<file path="src/rtl/score_board_pkg.sv">
// Shared types, colours and BCD helpers for the score overlay.
// Imported by score_board and score_font_rom.
package score_board_pkg;

    typedef logic [3:0] bcd_digit_t;
    typedef bcd_digit_t [4:0] bcd_score_t;

    typedef enum logic [1:0] {
        FIELD_NONE,
        FIELD_SCORE,
        FIELD_HISCORE
    } field_t;

    localparam logic [11:0] SCORE_COLOR   = 12'hFFF;
    localparam logic [11:0] HISCORE_COLOR = 12'hFF0;
    localparam bcd_score_t  SCORE_MAX     = 20'h99999;

    // Per-digit decimal add; a carry out of the top digit clamps to SCORE_MAX.
    function automatic bcd_score_t bcd_add(input bcd_score_t a, input bcd_score_t b);
        bcd_score_t sum;
        logic [4:0] d;
        logic       c;
        sum = '0;
        c   = 1'b0;
        for (int i = 0; i < 5; i++) begin
            d = {1'b0, a[i]} + {1'b0, b[i]} + {4'd0, c};
            if (d > 5'd9) begin
                d = d + 5'd6;
                c = 1'b1;
            end else begin
                c = 1'b0;
            end
            sum[i] = d[3:0];
        end
        return c ? SCORE_MAX : sum;
    endfunction

    function automatic bcd_score_t to_bcd(input int value);
        bcd_score_t r;
        int         v;
        r = '0;
        v = value;
        if (v > 99999) return SCORE_MAX;
        for (int i = 0; i < 5; i++) begin
            r[i] = 4'(v % 10);
            v    = v / 10;
        end
        return r;
    endfunction

    // Digit idx 0 is the most significant; only the last digit is never blanked.
    function automatic logic lead_blank(input bcd_score_t v, input logic [2:0] idx);
        logic blank;
        blank = (idx != 3'd4);
        for (int p = 0; p < 5; p++) begin
            if (p >= 4 - int'(idx) && v[p] != 4'd0) blank = 1'b0;
        end
        return blank;
    endfunction

endpackage

</file>
<file path="src/rtl/score_board_font_rom.sv">
// 10-glyph 8x8 digit font with a registered row output (one clock of latency).
module score_font_rom
    import score_board_pkg::*;
(
    input  logic       vga_pix_clk,
    input  bcd_digit_t digit,
    input  logic [2:0] row,
    output logic [7:0] bits
);

    logic [63:0] glyph;

    // Row 0 is the top byte of each 64-bit glyph; bit 7 is the leftmost pixel.
    always_comb begin
        glyph = 64'h0;
        case (digit)
            4'd0: glyph = 64'h3C666E7666663C00;
            4'd1: glyph = 64'h1838181818187E00;
            4'd2: glyph = 64'h3C66060C30607E00;
            4'd3: glyph = 64'h3C66061C06663C00;
            4'd4: glyph = 64'h0C1C3C6C7E0C0C00;
            4'd5: glyph = 64'h7E607C0606663C00;
            4'd6: glyph = 64'h3C607C6666663C00;
            4'd7: glyph = 64'h7E060C1830303000;
            4'd8: glyph = 64'h3C66663C66663C00;
            4'd9: glyph = 64'h3C66663E060C3800;
            default: glyph = 64'h0;
        endcase
    end

    always_ff @(posedge vga_pix_clk) begin
        bits <= glyph[{3'(3'd7 - row), 3'b000} +: 8];
    end

endmodule

</file>
<file path="src/rtl/score_board.sv">
// BCD score counter with a per-frame latched display and a tile-based overlay.
// Define SCORE_BOARD_HISCORE_EN to add the high-score register and its field.
module score_board
    import score_board_pkg::*;
#(
    parameter int CANDY_POINTS   = 10,
    parameter int COOKIE_POINTS  = 50,
    parameter int SCORE_TILE_X   = 1,
    parameter int HISCORE_TILE_X = 11,
    parameter int SCORE_TILE_Y   = 1
) (
    input  logic        vga_pix_clk,
    input  logic        rst,
    input  logic        frame_stb,
    input  logic        ate_candy_stb,
    input  logic        ate_power_cookie_stb,
    input  logic [7:0]  sx,
    input  logic [8:0]  sy,
    output logic [3:0]  R,
    output logic [3:0]  G,
    output logic [3:0]  B,
    output logic [19:0] score_bcd
);

    localparam bcd_score_t CANDY_BCD  = to_bcd(CANDY_POINTS);
    localparam bcd_score_t COOKIE_BCD = to_bcd(COOKIE_POINTS);
    localparam bcd_score_t BOTH_BCD   = to_bcd(CANDY_POINTS + COOKIE_POINTS);

    bcd_score_t score;
    bcd_score_t display_score;
    bcd_score_t add_amt;

    always_comb begin
        add_amt = '0;
        case ({ate_power_cookie_stb, ate_candy_stb})
            2'b01:   add_amt = CANDY_BCD;
            2'b10:   add_amt = COOKIE_BCD;
            2'b11:   add_amt = BOTH_BCD;
            default: add_amt = '0;
        endcase
    end

`ifdef SCORE_BOARD_HISCORE_EN
    bcd_score_t hiscore;
`endif

    // display_score takes the pre-update score, so a strobe on the frame edge shows next frame.
    always_ff @(posedge vga_pix_clk) begin
        if (rst) begin
            score         <= '0;
            display_score <= '0;
`ifdef SCORE_BOARD_HISCORE_EN
            hiscore       <= '0;
`endif
        end else begin
            if (ate_candy_stb || ate_power_cookie_stb) score <= bcd_add(score, add_amt);
            if (frame_stb) display_score <= score;
`ifdef SCORE_BOARD_HISCORE_EN
            if (frame_stb && (display_score > hiscore)) hiscore <= display_score;
`endif
        end
    end

    assign score_bcd = score;

    logic [4:0] tile_x;
    logic [5:0] tile_y;
    logic       on_row;
    logic       in_score;
    logic [2:0] score_idx;

    assign tile_x    = sx[7:3];
    assign tile_y    = sy[8:3];
    assign on_row    = (int'(tile_y) == SCORE_TILE_Y);
    assign in_score  = on_row && (int'(tile_x) >= SCORE_TILE_X) && (int'(tile_x) < SCORE_TILE_X + 5);
    assign score_idx = 3'(int'(tile_x) - SCORE_TILE_X);

`ifdef SCORE_BOARD_HISCORE_EN
    logic       in_hi;
    logic [2:0] hi_idx;
    assign in_hi  = on_row && (int'(tile_x) >= HISCORE_TILE_X) && (int'(tile_x) < HISCORE_TILE_X + 5);
    assign hi_idx = 3'(int'(tile_x) - HISCORE_TILE_X);
`endif

    field_t     field;
    bcd_digit_t digit;
    logic       blank;

    always_comb begin
        field = FIELD_NONE;
        digit = '0;
        blank = 1'b0;
        if (in_score) begin
            field = FIELD_SCORE;
            digit = display_score[3'd4 - score_idx];
            blank = lead_blank(display_score, score_idx);
        end
`ifdef SCORE_BOARD_HISCORE_EN
        else if (in_hi) begin
            field = FIELD_HISCORE;
            digit = hiscore[3'd4 - hi_idx];
            blank = lead_blank(hiscore, hi_idx);
        end
`endif
    end

    // Field, blank and column ride alongside the ROM's one-cycle read.
    field_t     field_q;
    logic       blank_q;
    logic [2:0] col_q;
    logic [7:0] glyph_row;

    always_ff @(posedge vga_pix_clk) begin
        if (rst) begin
            field_q <= FIELD_NONE;
            blank_q <= 1'b0;
            col_q   <= '0;
        end else begin
            field_q <= field;
            blank_q <= blank;
            col_q   <= sx[2:0];
        end
    end

    score_font_rom u_font (
        .vga_pix_clk (vga_pix_clk),
        .digit       (digit),
        .row         (sy[2:0]),
        .bits        (glyph_row)
    );

    logic        pixel_on;
    logic [11:0] color;

    assign pixel_on    = (field_q != FIELD_NONE) && !blank_q && glyph_row[3'd7 - col_q];
    assign color       = (field_q == FIELD_HISCORE) ? HISCORE_COLOR : SCORE_COLOR;
    assign {R, G, B}   = pixel_on ? color : 12'h000;

endmodule

</file>
<file path="config.mk">
export PLATFORM = sky130hd
export DESIGN_NAME = score_board
export DESIGN_NICKNAME = d
export VERILOG_FILES = /design/src/rtl/score_board_pkg.sv /design/src/rtl/score_board_font_rom.sv /design/src/rtl/score_board.sv
export SDC_FILE = /design/constraint.sdc
export NUM_CORES = 1
export LEC_CHECK = 0
export ABC_AREA = 1
export CAP_MARGIN = 20
export CORE_MARGIN = 3
export CORE_UTILIZATION = 45
export CTS_BUF_LIST = sky130_fd_sc_hd__clkbuf_4
export DETAILED_ROUTE_END_ITERATION = 10
export PLACE_DENSITY = 0.72
export SETUP_SLACK_MARGIN = 0.1
export SKIP_LAST_GASP = 1
export SYNTH_ARGS = -nofsm -noshare
export SYNTH_HDL_FRONTEND = slang
export SYNTH_HIERARCHICAL = 1
export SYNTH_SLANG_ARGS = --single-unit
export TNS_END_PERCENT = 5
</file>
<file path="constraint.sdc">
create_clock -name vga_pix_clk -period 4.7 [get_ports vga_pix_clk]
set_input_delay 0.47 -clock vga_pix_clk [delete_from_list [all_inputs] [get_ports vga_pix_clk]]
set_output_delay 0.47 -clock vga_pix_clk [all_outputs]
set_load 0.05 [all_outputs]
</file>
Fig. 1: run 1, pin placement
Pins as bars across the die edge, other pins in gray.
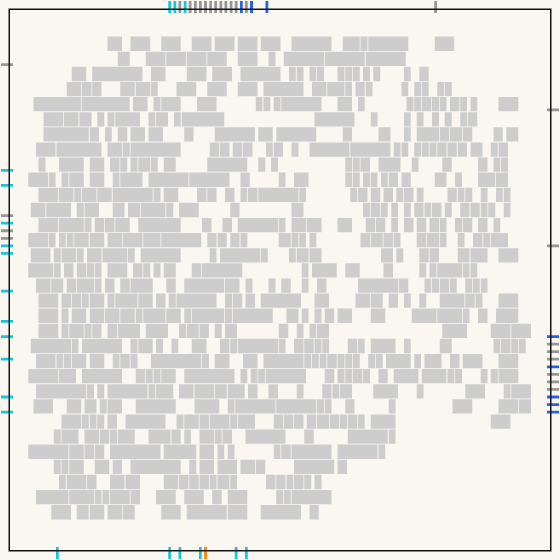
port	color	pins	direction	edge
score_bcd	cyan	20	output	11 left, 6 bottom, 3 top
rst	orange	1	input	bottom
sx	blue	8	input	5 right, 3 top
all pins by edge	19 top, 15 left, 13 right, 7 bottom

Fig. 2: run 1, cell outlines without signal wires
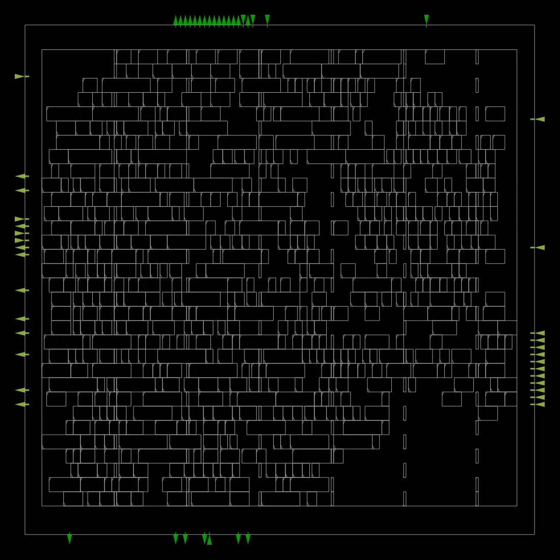
non-filler cells, final: 755
share of the final layout cell area in sequential cells: 21.0%
Seq Cell Count: 51

Fig. 3: run 1, M3 wires
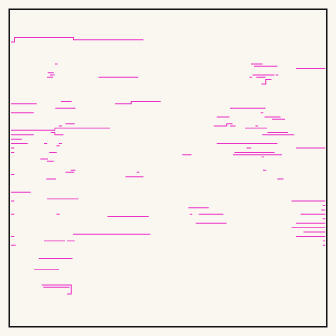
share of all routed wire	4.8%
main direction	horizontal

Fig. 4: run 1, clock wires, drivers and flops
Bar = 20 um.
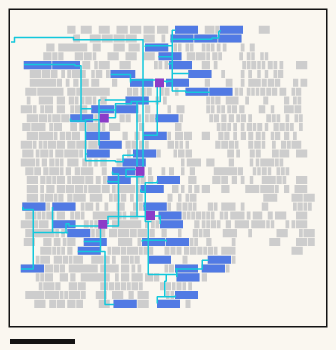
[cells driving clock nets] purple | count: 5
[flip-flops] blue | count: 51
[clock wires] cyan | length: 612 um
routed clock nets	6

==> notes.md, run 1 <==
Implementation numbers.

- The flow ran to the end, but the final reports show violations.
- The final reports fail on setup timing.
- The source of the critical timing path is score_bcd[1].
- The critical path launch point type is a flop.
- In the final design, more cell area goes to multi-input combinational cells than to any other class.
- The clock latency of the later-clocked register in the worst-skew pair is 370 ps.
- The worst slack at placement is -646 ps.
- Of the post-synthesis cell area, the dominant cell type holds 27.3%.
- The setup-violating endpoint count in the final report is 20.
- The max capacitance violation total is 0.
- Per STA, the highest per-stage delay on the worst path measures 560 ps.
- The multi-input logic portion of the cell area is 48.6%.
- The chip area from the yosys synthesis statistics is 3740 um^2.
- The post-CTS setup buffer count is 30.
- The portion of synthesized area spent on multiplexers is 0%.
- The script extracted a net switching power of 482 uW.
- The unique cell type count in the Yosys netlist is 44.
- The number of gates resized after CTS is 13.
- The warning count from the yosys run is 6.
- The power dissipated in sequential cells is 502 uW.
- Summed over all nets, the half-perimeter wirelength after detailed placement is 7320 um.
- The H-tree was split into 2 levels.
- The most numerous cell type found on the critical path is buf_4.
- The number of combinational gates with multiple inputs is 406.
- The analysis attributes to cell leakage a power of 0.00220 uW.
- Switching power as a fraction of the total was reported as 37.5%.
- For this block, the initial DRC count from the detailed router was 200.
- The floorplan die area is 9450 um^2.
- Along the worst hold path, the cell count comes to 2.
- The met3 wirelength from detailed routing is 494 um.
- Measured against its own limit, the worst slew margin works out to 56.5%.
- Combinational cells account for 45.4% of the total power.
- The sum of negative setup slack is -3550 ps.
- The class of the most critical hold timing path is reg -> reg.
- The cell-mix breakdown from Yosys lists the XOR/XNOR area share as 0.936%.
- The cell family contributing the most delay on the critical path is buffers and inverters.
- The kind of capture point of the worst setup path is a flop.
- The first global-routing pass estimated 17,500 um of wire.
- Counting flops with a built-in enable in the synthesized netlist gives 0.
- VDD sags by at most 0.265 mV.
- Summed over all routing layers, the global router reports a total usage of 21.9%.
- The origin of the critical flop-to-flop path is score_bcd[1].
- Counting every sink on the clock net gives 51.
- After layout, the worst setup slack is -392 ps.
- The height of the die is 97.2 um.
- The buffer_ports step reported a buffer count of 53.
- After the last flow step, the layout net total stands at 703.
- Per report_power, the top consumer among the power groups is combinational logic.
- The fraction of the cycle the final worst path needs is 108%.
- The combinational power reported by the tool is 583 uW.
- The pin slew with the least headroom to its limit is 650 ps.
- The share of synthesized area occupied by flip-flops and latches is 27.3%.
- The dominant kind of combinational cell is simple AND/OR/NAND/NOR gates.
- The signal arrival time at the worst endpoint is 5400 ps.
- The total number of vias is 3,922.
- The clock tree skew after final layout is 10.9 ps.
- Per the cell usage report, the commonest logic cells after layout are nand2_1, inv_1, buf_4.
- The met1 global-route usage is 26.6%.
- Fill cells in the final layout number 740.
- The initial antenna violation count is 0.
- The busiest layer in global routing is met2.
- Counting the buffers created by CTS gives 5.
- The layout clock buffer count is 5.
- The critical path contains buffers and inverters numbering 25 combined.
- dfxtp_1 takes more of the synthesized area than any other cell.
- Summed over all layers, the global routing overflow is 0.
- The floorplan has 32 rows.
- The pin count of the biggest net entering global routing is 26.
- For the worst min-delay path, the startpoint reported by OpenROAD is display_score[8].
- Total power normalized to cell area comes to 262 nW/um^2.
- Once placement completed, the tool counted placed cells totaling 713.
- The via count of the first global-routing pass came to 3,764.
- The final timing report derives a shortest allowable period of 5090 ps.
- The routed length per placed instance is 13.7 um.
- The total cells reported by yosys after synthesis is 560.
- The multi-input gate area in the final layout is 2380 um^2.
- The count of pins over their slew limit is 0.
- The synthesized cell area is 3740 um^2.
- The last element of the critical path is score_bcd[6].
- On met2, the global router reports a usage of 37.4%.
- 54 I/O pins were placed.
- The highest clock rate this design can be run at is 196 MHz.
- The standard cell with the maximum stage delay on the critical path is fa_2.
- The internal power is 803 uW.
- The fraction of met3 tracks used by global routing is 3.37%.
- Total power for the finished layout comes to 1290 uW.
- The most frequent cell after synthesis is nand2_1.
- The pre-placement core utilization is 47.4%.
==> run 2, diff against run 1 <==
--- a/config.mk
+++ b/config.mk
@@ -6,7 +6,6 @@
 export NUM_CORES = 1
 export LEC_CHECK = 0
 export ABC_AREA = 1
-export CAP_MARGIN = 20
 export CORE_MARGIN = 3
 export CORE_UTILIZATION = 45
 export CTS_BUF_LIST = sky130_fd_sc_hd__clkbuf_4
Fig. 5: run 2, M3 wires
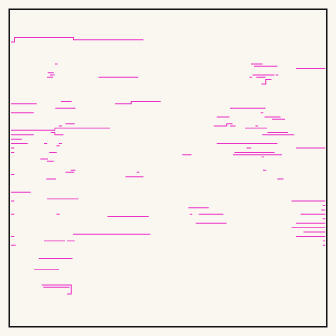
nets with wire on the layer	70
longest straight run	23.5 um
main direction	horizontal
share of all routed wire	4.8%
wire length on this layer	494 um

==> notes.md, run 2 <==
Implementation numbers.

- The power dissipated in sequential cells was 502 uW (about the same).
- The layout clock buffer count is 5 (unchanged).
- Among the non-sequential cells, simple AND/OR/NAND/NOR gates take the most area.
- The most frequent cell after synthesis is nand2_1.
- The number of clock buffers inserted by TritonCTS was 5 (unchanged).
- The post-CTS setup buffer count came to 30 (unchanged).
- The source of the critical timing path is score_bcd[1].
- The internal power is 803 uW (unchanged).
- The warning count from the yosys run came to 6 (unchanged).
- The setup-violating endpoint count in the final report came to 20 (unchanged).
- The leftover overflow at the end of global routing is 0 (unchanged).
- STA reports the tightest min-delay check as being of type reg -> reg.
- The clock sink count is 51 (unchanged).
- The initial antenna violation count is 0 (unchanged).
- The fraction of power spent switching nets is 37.5% (unchanged).
- The library cells used most frequently in the layout, excluding fill and tap cells, are nand2_1, inv_1, buf_4.
- The relative max-transition margin is 56.5% (unchanged).
- The checks that failed: setup timing.
- The via count of the first global-routing pass was 3,764 (unchanged).
- The startpoint of the tightest hold check path is display_score[8].
- The net count of the finished layout was 703 (unchanged).
- The number of ports placed on the die boundary came to 54 (unchanged).
- The run finished, with violations left.
- The power per cell area is 262 nW/um^2 (unchanged).
- The share of synthesized area occupied by flip-flops and latches is 27.3% (unchanged).
- The post-layout worst setup margin was -392 ps (unchanged).
- The kind of cell with the highest combined delay along the critical path is buffers and inverters.
- The placed instance count is 713 (unchanged).
- The multiplexer area fraction after synthesis is 0% (unchanged).
- The worst IR drop on VDD is 0.265 mV (unchanged).
- The H-tree depth reported by CTS is 2 (unchanged).
- The multi-input gate area in the final layout is 2380 um^2 (unchanged).
- The maximum clock frequency came to 196 MHz (unchanged).
- The post-synthesis xor/xnor area fraction is 0.936% (unchanged).
- The reported net switching power is 482 uW (unchanged).
- The count of buffering cells on the critical path with inverters included is 25 (unchanged).
- The pre-placement core utilization is 47.4% (unchanged).
==> run 3, diff against run 2 <==
--- a/config.mk
+++ b/config.mk
@@ -11,6 +11,7 @@
 export CTS_BUF_LIST = sky130_fd_sc_hd__clkbuf_4
 export DETAILED_ROUTE_END_ITERATION = 10
 export PLACE_DENSITY = 0.72
+export REMOVE_ABC_BUFFERS = 1
 export SETUP_SLACK_MARGIN = 0.1
 export SKIP_LAST_GASP = 1
 export SYNTH_ARGS = -nofsm -noshare
Fig. 6: run 3, cell density map
10 x 10 tiles, from white (low) to dark blue (high), 0 to 100% covered.
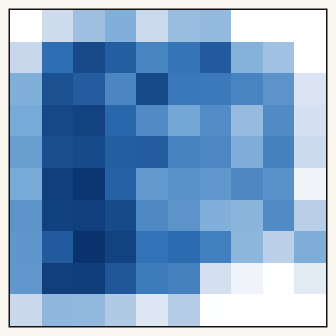
mean over tiles	54%
tiles over 75% full	26%
nearly empty tiles	10%
densest ninth of the die	left middle
emptiest ninth of the die	bottom right
fullest tile	99%

==> notes.md, run 3 <==
Implementation numbers.

- After synthesis, the chip area reported by Yosys is 3740 um^2.
- The internal power was 933 uW (+16%).
- In the final layout, non-clock buffers account for 23.7% of the cell area.
- The power per cell area came to 296 nW/um^2 (+13%).
- The initial antenna violation count is 0 (unchanged).
- The core area is 7890 um^2.
- By count the netlist is led by nand2_1, inv_1, nor2_1.
- The adder-cell share of the synthesized area is 10.1%.
- The classification of the worst setup path is reg -> reg.
- The family with the most delay on the worst path is buffers and inverters.
- The clock sink count is 51 (unchanged).
- The share of synthesized area occupied by flip-flops and latches is 27.3% (unchanged).
- Per the timing report, the most critical flop-to-flop path originates at score_bcd[2].
- The post-CTS setup buffer count is 53 (+77%).
- The number of ports placed on the die boundary was 54 (unchanged).
- The storage element area is 1020 um^2.
- The leftover overflow at the end of global routing was 0 (unchanged).
- The net count of the finished layout came to 731 (+4.0%).
- In this run the cell area of the synthesized design comes to 3740 um^2.
- The multi-input gate area in the final layout is 2470 um^2 (+3.8%).
- For reference, compound AND-OR and OR-AND cells occupy 16.3% of the area reported after synthesis.
- The largest fanout of any net on the critical path is 3.
- The run finished, with violations left.
- The power dissipated in sequential cells came to 505 uW (about the same).
- The layout clock buffer count was 5 (unchanged).
- STA puts the critical path data required time at 5030 ps.
- The relative max-transition margin came to 54.7% (-1.8 points).
- The number of combinational gates with multiple inputs is 406.
- On the final layout, the worst hold slack is 497 ps.
- The count of buffering cells on the critical path with inverters included was 24 (-4.0%).
- The async set-reset flop share out of synthesis is 0%.
- For met2 alone, demand over resource in global routing was 45.2%.
- The multiplexer area fraction after synthesis is 0% (unchanged).
- The fraction of the cycle the final worst path needs is 105%.
- The post-layout worst setup margin came to -258 ps (+134 ps).
- Of the combinational cells, the family taking the most area is simple AND/OR/NAND/NOR gates.
- The clock group power is 202 uW.
- The clock latency of the later-clocked register in the worst-skew pair is 380 ps.
- The via count of the first global-routing pass is 4,064 (+8.0%).
- The warning count from the yosys run is 6 (unchanged).
- The clock period minus worst slack is 4960 ps.
- The H-tree depth reported by CTS is 2 (unchanged).
- The most frequent cell after synthesis is nand2_1.
- The count of filler cells inserted in the layout is 659.
- The number of clock buffers inserted by TritonCTS came to 5 (unchanged).
- The post-synthesis xor/xnor area fraction is 0.936% (unchanged).
- The setup-violating endpoint count in the final report was 20 (unchanged).
- The reported net switching power was 601 uW (+25%).
- The fraction of power spent switching nets came to 39.2% (+1.7 points).
- Checking hold timing, the worst path is listed with class reg -> reg.
- The largest cell class by area is multi-input combinational cells.
- The startpoint of the tightest hold check path is display_score[8].
- The maximum clock frequency is 202 MHz (+2.7%).
- The detailed router reports a met2 wire length of 6420 um.
- The checks that failed: setup timing.
- The number of port buffers is 53.
- After detailed routing, the number of vias per cell comes to 5.46.
- The number of well taps is 102.
- The worst IR drop on VDD is 0.322 mV (+21%).
- The placed instance count is 722 (+1.3%).
- The first-pass GRT wire length is 19,600 um.
- The most common logic cells in the final layout are nand2_1, buf_4, inv_1.
- The source of the critical timing path is score_bcd[2].
- The pre-placement core utilization was 47.4% (unchanged).
No activity file was given, so power comes from the tool's default toggle rates.
